<file path="config.mk">
export PLATFORM = sky130hd
export DESIGN_NAME = apb_cmd_master_flat
export DESIGN_NICKNAME = d
export VERILOG_FILES = /design/src/rtl/apb_cmd_master_if.sv /design/src/rtl/apb_cmd_master.sv /design/src/flat_wrapper.sv
export SDC_FILE = /design/constraint.sdc
export NUM_CORES = 1
export LEC_CHECK = 0
export CORE_AREA = 5 5 149 151
export DETAILED_ROUTE_END_ITERATION = 8
export DIE_AREA = 0 0 154 156
export PLACE_DENSITY = 0.84
export SYNTH_ARGS = -nofsm -noshare
export SYNTH_HDL_FRONTEND = slang
export SYNTH_SLANG_ARGS = --single-unit
</file>
<file path="constraint.sdc">
create_clock -name clk -period 8.2 [get_ports clk]
set_input_delay 2.05 -clock clk [delete_from_list [all_inputs] [get_ports clk]]
set_output_delay 2.05 -clock clk [all_outputs]
set_load 0.02 [all_outputs]
</file>
<file path="src/rtl/apb_cmd_master_if.sv">
// Command/response handshake and APB bus bundle for apb_cmd_master.
// master: the APB initiator side; slave: the sequencer/peripheral side.
interface apb_cmd_master_if #(
    parameter int AMBA_ADDR_WIDTH = 20,
    parameter int AMBA_WORD       = 32
);
    logic                       cmd_valid;
    logic                       cmd_ready;
    logic                       cmd_write;
    logic [AMBA_ADDR_WIDTH-1:0] cmd_addr;
    logic [AMBA_WORD-1:0]       cmd_wdata;

    logic                       rsp_valid;
    logic                       rsp_ready;
    logic                       rsp_write;
    logic [AMBA_WORD-1:0]       rsp_rdata;
    logic                       rsp_err;

    logic [AMBA_ADDR_WIDTH-1:0] PADDR;
    logic [AMBA_WORD-1:0]       PWDATA;
    logic                       PWRITE;
    logic                       PSEL;
    logic                       PENABLE;
    logic [AMBA_WORD-1:0]       PRDATA;
    logic                       PREADY;

    modport master (
        input  cmd_valid, cmd_write, cmd_addr, cmd_wdata,
        output cmd_ready,
        output rsp_valid, rsp_write, rsp_rdata, rsp_err,
        input  rsp_ready,
        output PADDR, PWDATA, PWRITE, PSEL, PENABLE,
        input  PRDATA, PREADY
    );

    modport slave (
        output cmd_valid, cmd_write, cmd_addr, cmd_wdata,
        input  cmd_ready,
        input  rsp_valid, rsp_write, rsp_rdata, rsp_err,
        output rsp_ready,
        input  PADDR, PWDATA, PWRITE, PSEL, PENABLE,
        output PRDATA, PREADY
    );
endinterface

</file>
<file path="src/rtl/apb_cmd_master.sv">
// APB initiator fed by a command queue, returning one response per transfer.
// Optional ACCESS-phase timeout enabled by defining APB_MASTER_TIMEOUT_EN.
module apb_cmd_master #(
    parameter int AMBA_ADDR_WIDTH = 20,
    parameter int AMBA_WORD       = 32,
    parameter int CMD_DEPTH       = 4,
    parameter int TIMEOUT_CYCLES  = 256
) (
    input  logic             clk,
    input  logic             rst,
    apb_cmd_master_if.master bus,
    output logic             busy
);
    localparam int PW = $clog2(CMD_DEPTH);
    localparam int CW = PW + 1;

    typedef enum logic [1:0] {
        S_IDLE,
        S_SETUP,
        S_ACCESS,
        S_RESP
    } state_e;

    state_e state_q, state_d;

    logic [AMBA_ADDR_WIDTH-1:0] addr_mem_q  [CMD_DEPTH];
    logic [AMBA_WORD-1:0]       wdata_mem_q [CMD_DEPTH];
    logic                       write_mem_q [CMD_DEPTH];

    logic [PW-1:0] wr_ptr_q, wr_ptr_d;
    logic [PW-1:0] rd_ptr_q, rd_ptr_d;
    logic [CW-1:0] cnt_q, cnt_d;

    logic [AMBA_ADDR_WIDTH-1:0] paddr_q, paddr_d;
    logic [AMBA_WORD-1:0]       pwdata_q, pwdata_d;
    logic                       pwrite_q, pwrite_d;

    logic                 rsp_valid_q, rsp_valid_d;
    logic                 rsp_write_q, rsp_write_d;
    logic [AMBA_WORD-1:0] rsp_rdata_q, rsp_rdata_d;

    logic full, empty, push, pop, load, done, tmo;

    assign full  = (cnt_q == CW'(CMD_DEPTH));
    assign empty = (cnt_q == '0);
    assign push  = bus.cmd_valid && !full;
    assign done  = (state_q == S_ACCESS) && (bus.PREADY || tmo);
    assign pop   = done;

    always_ff @(posedge clk) begin
        if (push) begin
            addr_mem_q[wr_ptr_q]  <= bus.cmd_addr;
            wdata_mem_q[wr_ptr_q] <= bus.cmd_wdata;
            write_mem_q[wr_ptr_q] <= bus.cmd_write;
        end
    end

    always_comb begin
        state_d     = state_q;
        paddr_d     = paddr_q;
        pwdata_d    = pwdata_q;
        pwrite_d    = pwrite_q;
        rsp_valid_d = rsp_valid_q;
        rsp_write_d = rsp_write_q;
        rsp_rdata_d = rsp_rdata_q;
        load        = 1'b0;

        unique case (state_q)
            S_IDLE: begin
                if (!empty && !rsp_valid_q) begin
                    state_d = S_SETUP;
                    load    = 1'b1;
                end
            end
            S_SETUP: state_d = S_ACCESS;
            S_ACCESS: begin
                if (done) begin
                    state_d     = S_RESP;
                    rsp_valid_d = 1'b1;
                    rsp_write_d = pwrite_q;
                    // A timed-out read returns zero, not whatever PRDATA shows.
                    rsp_rdata_d = (pwrite_q || !bus.PREADY) ? '0 : bus.PRDATA;
                end
            end
            S_RESP: begin
                if (bus.rsp_ready) begin
                    rsp_valid_d = 1'b0;
                    if (!empty) begin
                        state_d = S_SETUP;
                        load    = 1'b1;
                    end else begin
                        state_d = S_IDLE;
                    end
                end
            end
            default: state_d = S_IDLE;
        endcase

        if (load) begin
            paddr_d  = addr_mem_q[rd_ptr_q];
            pwdata_d = wdata_mem_q[rd_ptr_q];
            pwrite_d = write_mem_q[rd_ptr_q];
        end
    end

    always_comb begin
        wr_ptr_d = push ? wr_ptr_q + PW'(1) : wr_ptr_q;
        rd_ptr_d = pop ? rd_ptr_q + PW'(1) : rd_ptr_q;
        cnt_d    = cnt_q + CW'(push) - CW'(pop);
    end

    always_ff @(posedge clk or posedge rst) begin
        if (rst) begin
            state_q     <= S_IDLE;
            wr_ptr_q    <= '0;
            rd_ptr_q    <= '0;
            cnt_q       <= '0;
            paddr_q     <= '0;
            pwdata_q    <= '0;
            pwrite_q    <= 1'b0;
            rsp_valid_q <= 1'b0;
            rsp_write_q <= 1'b0;
            rsp_rdata_q <= '0;
        end else begin
            state_q     <= state_d;
            wr_ptr_q    <= wr_ptr_d;
            rd_ptr_q    <= rd_ptr_d;
            cnt_q       <= cnt_d;
            paddr_q     <= paddr_d;
            pwdata_q    <= pwdata_d;
            pwrite_q    <= pwrite_d;
            rsp_valid_q <= rsp_valid_d;
            rsp_write_q <= rsp_write_d;
            rsp_rdata_q <= rsp_rdata_d;
        end
    end

`ifdef APB_MASTER_TIMEOUT_EN
    localparam int TW = $clog2(TIMEOUT_CYCLES + 1);
    localparam logic [TW-1:0] TMO_LAST = TW'(TIMEOUT_CYCLES - 1);

    logic [TW-1:0] tmo_cnt_q;
    logic          rsp_err_q;

    // Fires on the last allowed stalled ACCESS cycle; PREADY wins if high.
    assign tmo = (state_q == S_ACCESS) && !bus.PREADY
                 && (tmo_cnt_q == TMO_LAST);

    always_ff @(posedge clk or posedge rst) begin
        if (rst) begin
            tmo_cnt_q <= '0;
            rsp_err_q <= 1'b0;
        end else begin
            if (state_q == S_SETUP)
                tmo_cnt_q <= '0;
            else if (state_q == S_ACCESS && !bus.PREADY && !tmo)
                tmo_cnt_q <= tmo_cnt_q + TW'(1);
            if (done)
                rsp_err_q <= !bus.PREADY;
        end
    end

    assign bus.rsp_err = rsp_err_q;
`else
    logic unused_tmo_cfg;
    assign unused_tmo_cfg = (TIMEOUT_CYCLES != 0);
    assign tmo            = 1'b0;
    assign bus.rsp_err    = 1'b0;
`endif

    assign bus.cmd_ready = !full;
    assign bus.PADDR     = paddr_q;
    assign bus.PWDATA    = pwdata_q;
    assign bus.PWRITE    = pwrite_q;
    assign bus.PSEL      = (state_q == S_SETUP) || (state_q == S_ACCESS);
    assign bus.PENABLE   = (state_q == S_ACCESS);
    assign bus.rsp_valid = rsp_valid_q;
    assign bus.rsp_write = rsp_write_q;
    assign bus.rsp_rdata = rsp_rdata_q;
    assign busy          = !empty || (state_q != S_IDLE);
endmodule

</file>
<file path="src/flat_wrapper.sv">
// flat-port wrapper written by rule: the top's interface ports become plain ports
module apb_cmd_master_flat 
#(
    parameter int AMBA_ADDR_WIDTH = 20,
    parameter int AMBA_WORD       = 32,
    parameter int CMD_DEPTH       = 4,
    parameter int TIMEOUT_CYCLES  = 256
)
  (clk, rst, busy, bus_cmd_valid, bus_cmd_write, bus_cmd_addr, bus_cmd_wdata, bus_cmd_ready, bus_rsp_valid, bus_rsp_write, bus_rsp_rdata, bus_rsp_err, bus_rsp_ready, bus_PADDR, bus_PWDATA, bus_PWRITE, bus_PSEL, bus_PENABLE, bus_PRDATA, bus_PREADY);
  apb_cmd_master_if #(.AMBA_ADDR_WIDTH(AMBA_ADDR_WIDTH), .AMBA_WORD(AMBA_WORD)) bus_i ();
  input  logic clk;
  input  logic rst;
  output logic busy;
  input wire logic [$bits(bus_i.cmd_valid)-1:0] bus_cmd_valid;
  input wire logic [$bits(bus_i.cmd_write)-1:0] bus_cmd_write;
  input wire logic [$bits(bus_i.cmd_addr)-1:0] bus_cmd_addr;
  input wire logic [$bits(bus_i.cmd_wdata)-1:0] bus_cmd_wdata;
  output wire logic [$bits(bus_i.cmd_ready)-1:0] bus_cmd_ready;
  output wire logic [$bits(bus_i.rsp_valid)-1:0] bus_rsp_valid;
  output wire logic [$bits(bus_i.rsp_write)-1:0] bus_rsp_write;
  output wire logic [$bits(bus_i.rsp_rdata)-1:0] bus_rsp_rdata;
  output wire logic [$bits(bus_i.rsp_err)-1:0] bus_rsp_err;
  input wire logic [$bits(bus_i.rsp_ready)-1:0] bus_rsp_ready;
  output wire logic [$bits(bus_i.PADDR)-1:0] bus_PADDR;
  output wire logic [$bits(bus_i.PWDATA)-1:0] bus_PWDATA;
  output wire logic [$bits(bus_i.PWRITE)-1:0] bus_PWRITE;
  output wire logic [$bits(bus_i.PSEL)-1:0] bus_PSEL;
  output wire logic [$bits(bus_i.PENABLE)-1:0] bus_PENABLE;
  input wire logic [$bits(bus_i.PRDATA)-1:0] bus_PRDATA;
  input wire logic [$bits(bus_i.PREADY)-1:0] bus_PREADY;
  assign bus_i.cmd_valid = bus_cmd_valid;
  assign bus_i.cmd_write = bus_cmd_write;
  assign bus_i.cmd_addr = bus_cmd_addr;
  assign bus_i.cmd_wdata = bus_cmd_wdata;
  assign bus_cmd_ready = bus_i.cmd_ready;
  assign bus_rsp_valid = bus_i.rsp_valid;
  assign bus_rsp_write = bus_i.rsp_write;
  assign bus_rsp_rdata = bus_i.rsp_rdata;
  assign bus_rsp_err = bus_i.rsp_err;
  assign bus_i.rsp_ready = bus_rsp_ready;
  assign bus_PADDR = bus_i.PADDR;
  assign bus_PWDATA = bus_i.PWDATA;
  assign bus_PWRITE = bus_i.PWRITE;
  assign bus_PSEL = bus_i.PSEL;
  assign bus_PENABLE = bus_i.PENABLE;
  assign bus_i.PRDATA = bus_PRDATA;
  assign bus_i.PREADY = bus_PREADY;
  apb_cmd_master #(.AMBA_ADDR_WIDTH(AMBA_ADDR_WIDTH), .AMBA_WORD(AMBA_WORD), .CMD_DEPTH(CMD_DEPTH), .TIMEOUT_CYCLES(TIMEOUT_CYCLES)) u_core (.clk(clk), .rst(rst), .bus(bus_i), .busy(busy));
endmodule
</file>
Figure 1. Drive-strength map.
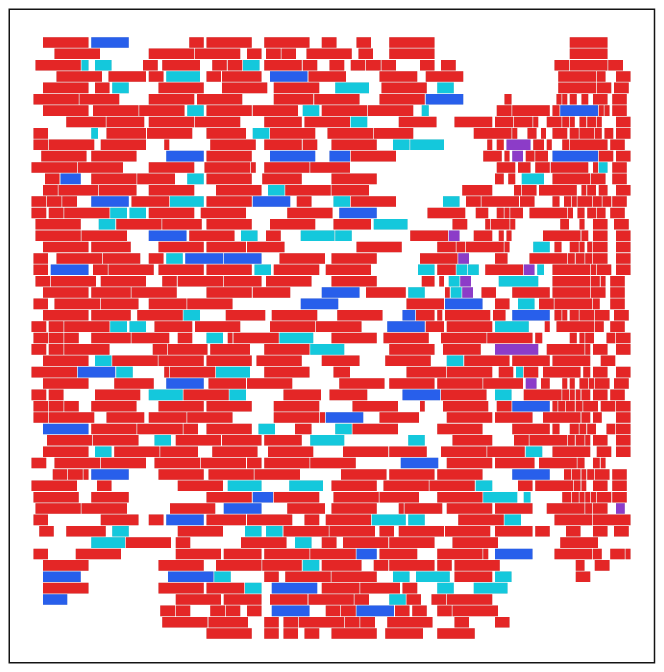
legend:
  red:
    size: x1 and smaller
    cells: 673
  blue:
    size: x6 and larger
    cells: 42
  purple:
    size: x3 and x4
    cells: 10
  cyan:
    size: x2
    cells: 85

Figure 2. Metal 1.
Supply wires on this layer in grey.
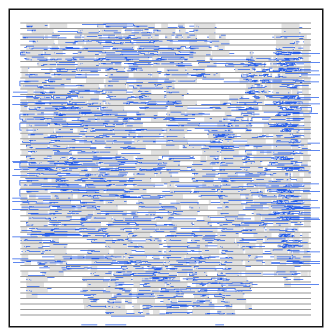
share of all routed wire: 40%
nets with wire on the layer: 777
main direction: horizontal
longest straight run: 40.0 um
wire length on this layer: 9340 um

==> flow_metrics.rpt <==
IMPLEMENTATION SUMMARY REPORT
----------------------------------------------------
[Outcome]
  Result of the run ........................ finished, final reports clean

[Finish]
  Total number of nets in the final design ........................ 886
  Most frequent cells in the layout ........................ sky130_fd_sc_hd__edfxtp_1 (212), sky130_fd_sc_hd__clkdlybuf4s50_1 (180), sky130_fd_sc_hd__dfrtp_1 (94)
  Area growth from synthesis to final layout ........................ 26.3%
  Antenna diodes ........................ 0
  Register with the most flip-flops ........................ u_core.wdata_mem_q
  Tally of filler cells in the layout ........................ approximately 1300
  Biggest registers after layout ........................ u_core.wdata_mem_q: 128 flops, u_core.addr_mem_q: 80 flops

[Global routing]
  Vias in the first global route ........................ 6575
  Global-route congestion overflow total ........................ 0
  Aggregate global-route resource usage ........................ 0.194

[Logic synthesis]
  Leading cell types by count after synthesis ........................ sky130_fd_sc_hd__edfxtp_1 (212), sky130_fd_sc_hd__dfrtp_1 (96), sky130_fd_sc_hd__mux2_2 (53)
  Number of enable-type register cells in the synthesized netlist ........................ around 210
  Average instance area after synthesis ........................ ~20 um^2
  Post-synthesis net count ........................ 694
  Primary FF master, synth ........................ sky130_fd_sc_hd__edfxtp_1
  Synth top cell by count ........................ sky130_fd_sc_hd__edfxtp_1
  Share of synthesized area occupied by flip-flops and latches ........................ 0.744
  Fraction of post-synthesis cell area in the top cell type by area ........................ 0.540
  Parity-gate share of the synthesized area counting xor and xnor cells ........................ 0.00372
  Synthesized instance count ........................ 593
  Basic Gates by Area ........................ 0.0365
  Count of cell types in the netlist ........................ 32

[Flow run]
  OpenROAD warnings ........................ 32

[Routing]
  Routed vias/inst ........................ between 5 and 6
  Overall routed net length ........................ ~23000 um
  Highest routed layer ........................ met5
  Residual DRC count ........................ 0
  Routed met1 length ........................ slightly above 9000 um
  Routed length per placed instance ........................ 21.4 um

[Place]
  Count of input and output buffers ........................ roughly 180
  Number of instances in the placed design ........................ approximately 1000
  Routability cong. ........................ ~0.8

[STA]
  Setup ws final ........................ 3730 ps
  Post-layout minimum cycle time ........................ ~4500 ps
  Worst relative slew slack ........................ 0.312
  Final tally of setup violations ........................ 0
  Final worst hold slack ........................ 490 ps
  Post-route fraction of the period consumed by the critical path ........................ 0.545
  Final Hold Violation Tally ........................ 0
  Unrepaired setup endpoints after global routing ........................ no
  Slew Limit Fails ........................ 0

[Clocking]
  Cell resize tally after clock tree synthesis ........................ 0
  Cell at the root of the clock tree ........................ sky130_fd_sc_hd__clkbuf_16
  Number of levels the H-tree was split into ........................ 1

[Worst hold path]
  Hold-critical path depth ........................ 2

[Pwr]
  PnR Total Power ........................ around 5.7 mW
  LEAKAGE ........................ ~5.5 nW

[Floorplanning]
  DIE AREA ........................ between 20000 and 25000 um^2
  Top-level I/O count ........................ around 180
  Starting density of the core ........................ 0.569
  FP Rows ........................ between 50 and 60
  Die y size ........................ 156 um

[Worst setup path]
  Kind of start point of the critical path ........................ flop
  Most numerous cell on the critical path ........................ sky130_fd_sc_hd__inv_1
  Biggest fanout along the worst timing path ........................ 4
  Worst setup slack for register-to-register paths ........................ roughly 5400 ps
  Critical-path top delay cell ........................ sky130_fd_sc_hd__clkdlybuf4s50_1
  Worst Reg2Reg Path Length in Cells ........................ 9
  Critical path cell sequence ........................ inv_1 > ha_1 > nor4b_1 > inv_1 > clkdlybuf4s50_1
  Critical R2R Capture ........................ u_core.cnt_q[2]
  Data arrival, critical path ........................ about 2400 ps

----------------------------------------------------
## worst max-delay path, delay by kind of cell, from the launching register on
family / cells / cell delay [ps]
simple gates: 1 / 470
buf+inv: 3 / 800
flops: 1 / 390
fa+ha+maj: 1 / 220
## logic make-up after synthesis
| kind of cell | Yosys count |
|---|---|
| adder cells (fa/ha/maj) | 11 |
| other | 1 |
| flip-flops | 308 |
| AND-OR/OR-AND | 38 |
| buffers and inverters | 40 |
| AND/OR/NAND/NOR | 81 |
| multiplexers | 109 |
| XOR/XNOR | 5 |
## layer usage
layer	track usage	vias to the layer above
li1	-	2685
met1	0.247	3113
met2	0.339	220
met3	0.0499	45
met4	0.0484	2
met5	0	-
## worst min-delay path by stage
stage,end,start
floorplan,u_core.wr_ptr_q[1],u_core.wr_ptr_q[1]
global placement,u_core.bus.rsp_rdata[21],u_core.bus.rsp_rdata[21]
detailed placement,u_core.bus.rsp_rdata[1],u_core.bus.rsp_rdata[1]
CTS,u_core.bus.rsp_rdata[23],u_core.bus.rsp_rdata[23]
global route,u_core.bus.PWDATA[25],u_core.bus.PWDATA[25]
finish,u_core.bus.rsp_rdata[1],u_core.bus.rsp_rdata[1]
## power by group
group | total (mW) | switching, mW | leakage (nW) | internal [mW]
registers | 2.44 | 0.293 | 3.10 | 2.15
clock network | 1.44 | 0.550 | 0.529 | 0.889
logic | 1.85 | 0.891 | 1.84 | 0.963
total | 5.73 | 1.73 | 5.47 | 4.00
## layout make-up
| class | instances | area (um^2) | share of cell area |
|---|---|---|---|
| sequential | 308 | 8770 | 0.590 |
| multi-input combinational | 245 | 2790 | 0.187 |
| timing repair buffer | 187 | 1850 | 0.125 |
| clock buffer | 42 | 857 | 0.0576 |
| tap | 275 | 344 | 0.0231 |
| clock inverter | 16 | 216 | 0.0145 |
| inverter | 12 | 47.5 | 0.00320 |
Power figures rest on the tool's default switching activity, not on a simulated workload.
